==> images/congestion.png <==
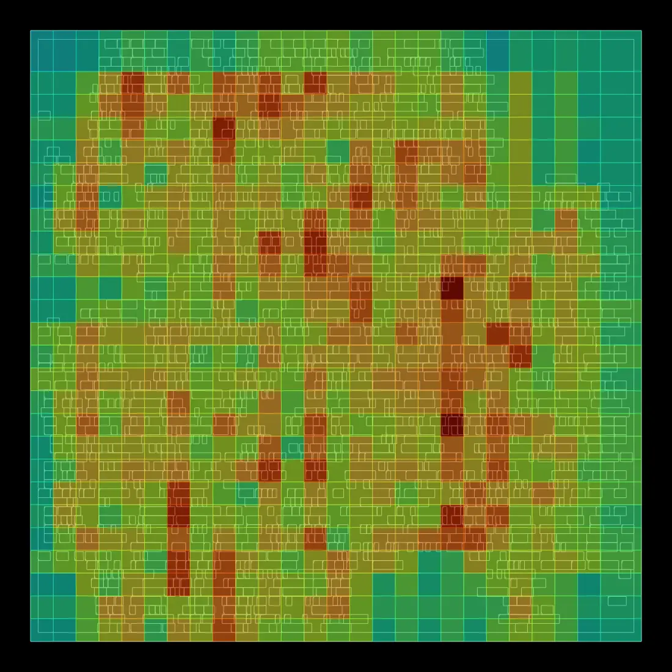
==> images/layer_met1.png <==
Bar = 50 um.
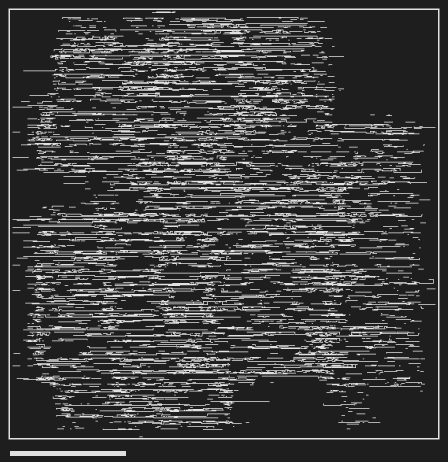
==> images/metal_density.png <==
Bar = 50 um. 37 x 37 tiles, from black (low) to pale yellow (high), scaled to the fullest tile. Values are wire area over tile area, all layers added.
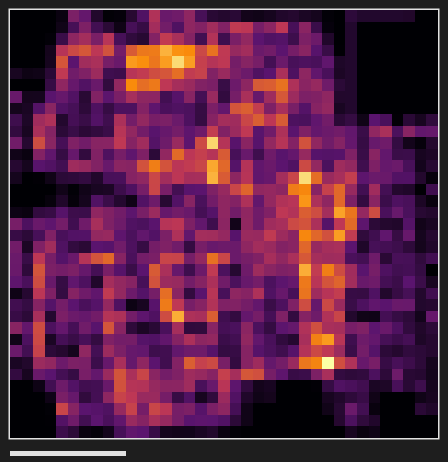
### src/rtl/fxp_pkg.sv
`default_nettype none
// +----------------------------------------------------------------------+
// | Module   : fxp_pkg                                                   |
// | Purpose  : Shared fixed-point constants and helper functions.        |
// | Revision : 1.0 - initial release                                     |
// +----------------------------------------------------------------------+
package fxp_pkg;

    localparam int c_default_width = 26;

    function automatic int fxp_clog2(input int value);
        int r;
        r = 0;
        for (int i = 0; i < 31; i++) begin
            if ((1 << i) < value) r = i + 1;
        end
        return r;
    endfunction

    // Signed range limits for a given width, returned as 64-bit values.
    function automatic longint fxp_max_signed(input int width);
        return (longint'(1) <<< (width - 1)) - longint'(1);
    endfunction

    function automatic longint fxp_min_signed(input int width);
        return -(longint'(1) <<< (width - 1));
    endfunction

endpackage
`default_nettype wire

### src/rtl/fxp_sat.sv
`default_nettype none
// +----------------------------------------------------------------------+
// | Module   : fxp_sat                                                   |
// | Purpose  : Reduce a wide signed sum to WIDTH bits with overflow flag;|
// |            clamps when FXP_ADD_TREE_SAT_EN is defined, else wraps.   |
// | Revision : 1.0 - initial release                                     |
// +----------------------------------------------------------------------+
module fxp_sat
    import fxp_pkg::*;
#(
    parameter int IN_W  = 30,
    parameter int WIDTH = c_default_width
) (
    input  logic [IN_W-1:0]  i_sum,
    output logic [WIDTH-1:0] o_data,
    output logic             o_ovf
);

    // The value fits exactly when every bit from the WIDTH sign position up matches.
    logic [IN_W-WIDTH:0] w_head;
    assign w_head = i_sum[IN_W-1:WIDTH-1];
    assign o_ovf  = ~((&w_head) | ~(|w_head));

`ifdef FXP_ADD_TREE_SAT_EN
    localparam logic [WIDTH-1:0] c_max = WIDTH'(fxp_max_signed(WIDTH));
    localparam logic [WIDTH-1:0] c_min = WIDTH'(fxp_min_signed(WIDTH));

    always_comb begin
        o_data = i_sum[WIDTH-1:0];
        if (o_ovf) o_data = i_sum[IN_W-1] ? c_min : c_max;
    end
`else
    assign o_data = i_sum[WIDTH-1:0];
`endif

endmodule
`default_nettype wire

### src/rtl/fxp_add_tree.sv
`default_nettype none
// +----------------------------------------------------------------------+
// | Module   : fxp_add_tree                                              |
// | Purpose  : Pipelined NUM_IN-operand signed adder with per-operand    |
// |            negate, stall/flush; FXP_ADD_TREE_SAT_EN selects clamping.|
// | Revision : 1.0 - initial release                                     |
// +----------------------------------------------------------------------+
module fxp_add_tree
    import fxp_pkg::*;
#(
    parameter int WIDTH  = c_default_width,
    parameter int NUM_IN = 4
) (
    input  logic                    clk,
    input  logic                    GlobalReset,
    input  logic [NUM_IN*WIDTH-1:0] in_data,
    input  logic [NUM_IN-1:0]       in_sub,
    input  logic                    in_valid,
    input  logic                    stall,
    input  logic                    flush,
    output logic [WIDTH-1:0]        out_data,
    output logic                    out_valid,
    output logic                    out_ovf
);

    localparam int c_levels = fxp_clog2(NUM_IN);
    localparam int c_sum_w  = WIDTH + 1 + c_levels;

    logic [c_levels:0] r_vld;
    logic              r_out_valid;
    logic [WIDTH-1:0]  r_out_data;
    logic              r_out_ovf;
    logic              w_adv;

    assign w_adv = ~stall & ~flush;

    // Flush clears valid bits only; stall freezes them.
    always_ff @(posedge clk or negedge GlobalReset) begin
        if (!GlobalReset) begin
            r_vld       <= '0;
            r_out_valid <= 1'b0;
        end else if (flush) begin
            r_vld       <= '0;
            r_out_valid <= 1'b0;
        end else if (!stall) begin
            r_vld       <= {r_vld[c_levels-1:0], in_valid};
            r_out_valid <= r_vld[c_levels];
        end
    end

    for (genvar k = 0; k <= c_levels; k++) begin : g_lvl
        localparam int c_w = WIDTH + 1 + k;
        localparam int c_n = NUM_IN >> k;

        logic [c_w-1:0] r_sum [c_n];

        if (k == 0) begin : g_in
            // One extra bit makes negating the most negative operand exact.
            logic [c_w-1:0] w_ext [c_n];

            always_comb begin
                for (int j = 0; j < c_n; j++) begin
                    w_ext[j] = {in_data[j*WIDTH + WIDTH - 1], in_data[j*WIDTH +: WIDTH]};
                end
            end

            always_ff @(posedge clk or negedge GlobalReset) begin
                if (!GlobalReset) begin
                    for (int j = 0; j < c_n; j++) r_sum[j] <= '0;
                end else if (in_valid && w_adv) begin
                    for (int j = 0; j < c_n; j++) r_sum[j] <= in_sub[j] ? -w_ext[j] : w_ext[j];
                end
            end
        end else begin : g_add
            always_ff @(posedge clk or negedge GlobalReset) begin
                if (!GlobalReset) begin
                    for (int j = 0; j < c_n; j++) r_sum[j] <= '0;
                end else if (r_vld[k-1] && w_adv) begin
                    for (int j = 0; j < c_n; j++) begin
                        r_sum[j] <= {g_lvl[k-1].r_sum[2*j][c_w-2],   g_lvl[k-1].r_sum[2*j]}
                                  + {g_lvl[k-1].r_sum[2*j+1][c_w-2], g_lvl[k-1].r_sum[2*j+1]};
                    end
                end
            end
        end
    end

    logic [WIDTH-1:0] w_red;
    logic             w_ovf;

    fxp_sat #(
        .IN_W  (c_sum_w),
        .WIDTH (WIDTH)
    ) u_sat (
        .i_sum  (g_lvl[c_levels].r_sum[0]),
        .o_data (w_red),
        .o_ovf  (w_ovf)
    );

    always_ff @(posedge clk or negedge GlobalReset) begin
        if (!GlobalReset) begin
            r_out_data <= '0;
            r_out_ovf  <= 1'b0;
        end else if (r_vld[c_levels] && w_adv) begin
            r_out_data <= w_red;
            r_out_ovf  <= w_ovf;
        end
    end

    assign out_data  = r_out_data;
    assign out_valid = r_out_valid;
    assign out_ovf   = r_out_ovf;

endmodule
`default_nettype wire
### config.mk
export PLATFORM = sky130hd
export DESIGN_NAME = fxp_add_tree
export DESIGN_NICKNAME = d
export VERILOG_FILES = /design/src/rtl/fxp_pkg.sv /design/src/rtl/fxp_sat.sv /design/src/rtl/fxp_add_tree.sv
export SDC_FILE = /design/constraint.sdc
export NUM_CORES = 1
export LEC_CHECK = 0
export CAP_MARGIN = 20
export CORE_MARGIN = 2
export CORE_UTILIZATION = 45
export CTS_CLUSTER_SIZE = 16
export DETAILED_ROUTE_END_ITERATION = 7
export PLACE_DENSITY = 0.65
export SYNTH_ARGS = -nofsm -noshare
export SYNTH_HDL_FRONTEND = slang
export SYNTH_HIERARCHICAL = 1
export SYNTH_SLANG_ARGS = --single-unit
### constraint.sdc
create_clock -name clk -period 7 [get_ports clk]
set_clock_uncertainty 0.1 [all_clocks]
set_input_delay 1.05 -clock clk [delete_from_list [all_inputs] [get_ports clk]]
set_output_delay 1.05 -clock clk [all_outputs]
set_load 0.02 [all_outputs]
==> out/qor.yml <==
worst_setup_path:
  cp-start-kind: "primary input"
  cp.depth: 7
  cp.arrival_ps: 3730
  critical_path.max_stage_delay_ps: 600
  crit_fanout: 6
  startpoint: "in_data[35]"
  r2r_slack_ps: 3920
  crit_type: "in2reg"
  slowest_stage: "or4_1"
  cp.required_ps: 7300
  crit_end: "g_lvl[0].r_sum[79]"
  crit_family: "simple AND/OR/NAND/NOR gates"
floorplan:
  coreArea_sq_um: 32400
  die_w_um: 185
  fp.dieH_um: 185
  row_count: 66
  fp-utilization_pct: 45.5
layout:
  n_sequential_cell: 224
  inverters: 31
  clock_area_share_pct: 5.63
  drive_gt1_share_pct: 6.40
  logic_gates: 1316
  syn_to_final_growth_pct: 17.2
  lay_top_count: "nand2_1"
  clkbuf_count: 40
  layout_top_cells: "nand2_1, dfrtp_1, o21ai_0"
  buf_share_pct: 8.64
detailed_routing:
  top_layer: "met4"
  drc_errors: 0
  drt-initial-drc-count: 754
  wl_mm: 36.1
  viasPerCell: 5.49
  routed-wl-met3_mm: 1.58
  wl_per_cell_um: 16.3
  first_pass_iters: 7
  antenna_left: 0
logic_synthesis:
  topCellsByArea: "dfrtp_1, ha_1, o21ai_0, nand2_1, xor2_1"
  synthFlopType: "dfrtp_1"
  syn_nets: 1879
  ys_sh_aoi_pct: 22.1
  numSynthFlops: 224
  ys_sh_xor_pct: 8.74
  ys_cells: 1677
  synthAdderAreaFrac_pct: 7.71
  ys_area_sq_um: 14700
  yosys_warnings: 6
  mux_share_pct: 2.90
  synth.cell_area_sq_um: 14700
  synth-edff-count: 0
  synth-simple-area-share_pct: 16.3
  async_flop_share_pct: 100
  yosysSeqAreaShare_pct: 38.1
cts:
  ctsResizeCount: 0
  cts_made_buffers: 27
  clkTransAtPathRegs_ps: 60
  cts_setup_buffers: 0
  ctsHtreeMaxLevel: 1
  cts_num_sinks: 224
  clock-root-buffer: "clkbuf_16"
global_route:
  grt_antenna_before_repair: 0
  grt_pass1_wl_mm: 58.7
  overflow: 0
  grt.met3_usage_pct: 2.30
  use_met1_pct: 32.3
  first_global_vias: 11311
sta:
  setup_violations: 0
  worst_slew_pin_slew_ps: 963
  fmax_mhz: 291
  layout_worst_path_cycle_share_pct: 49.0
  drv_slew: 0
run:
  maxCapViolCount: 0
hold_path:
  hold_start: "g_lvl[2].r_sum[19]"
power_and_ir_drop:
  p_clk_share_pct: 26.3
  ir_drop_mv: 0.204
  p_switching_uw: 2170
  p_leak_uw: 0.00774
  maxPowerGroup: "combinational cells"
  power.density_nw_per_um2: 330
  p_comb_uw: 2280
  pwr.group.clock_uw: 1500
  powerSeq_uw: 1910
status:
  status: "complete, no violations"
placement:
  routabilityCongestion: 0.919
-- congestion.png (at the start) --
GRT Overall Usage: 21.1%
met2 usage: 31.7%
GRT busiest layer: met1

-- layer_met1.png (at the start) --
The layer holds 51% of the routed length. The longest straight run is 73.1 um. The layer carries 18300 um of wire. The wires run mostly horizontal.

-- metal_density.png (at the start) --
The emptiest ninth of the die: upper right. The mean over all tiles is 0.17. The fullest tile reaches 0.63. 11% of the tiles are over half the peak. 12% of the tiles are nearly empty.

[cell usage after synthesis (all sizes together) (19+ instances only)]
cell type  count
o31ai         30
nand4         19
xnor2         62
nand3         31
a211oi        28
ha            86
inv           31
a21o          44
clkbuf        73
nand2        278
a21oi         90
xor2          85
or3           28
or4           19
buf           33
o21ai        241
dfrtp        224
nor2          60
mux2          29
[metrics by stage]
stage	hold slack, ps	std cells	setup WS [ps]	total power (uW)	utilization, %
after detailed placement	370	2160	3040	4180	50.3
after CTS	384	2209	3590	5710	53.3
after global routing	407	2209	3470	6110	53.3
after floorplan	343	1677	3650	3540	-
after global placement	358	2159	3070	4140	50.2
final	376	2209	3570	5690	53.3
No activity file was given, so power comes from the tool's default toggle rates.
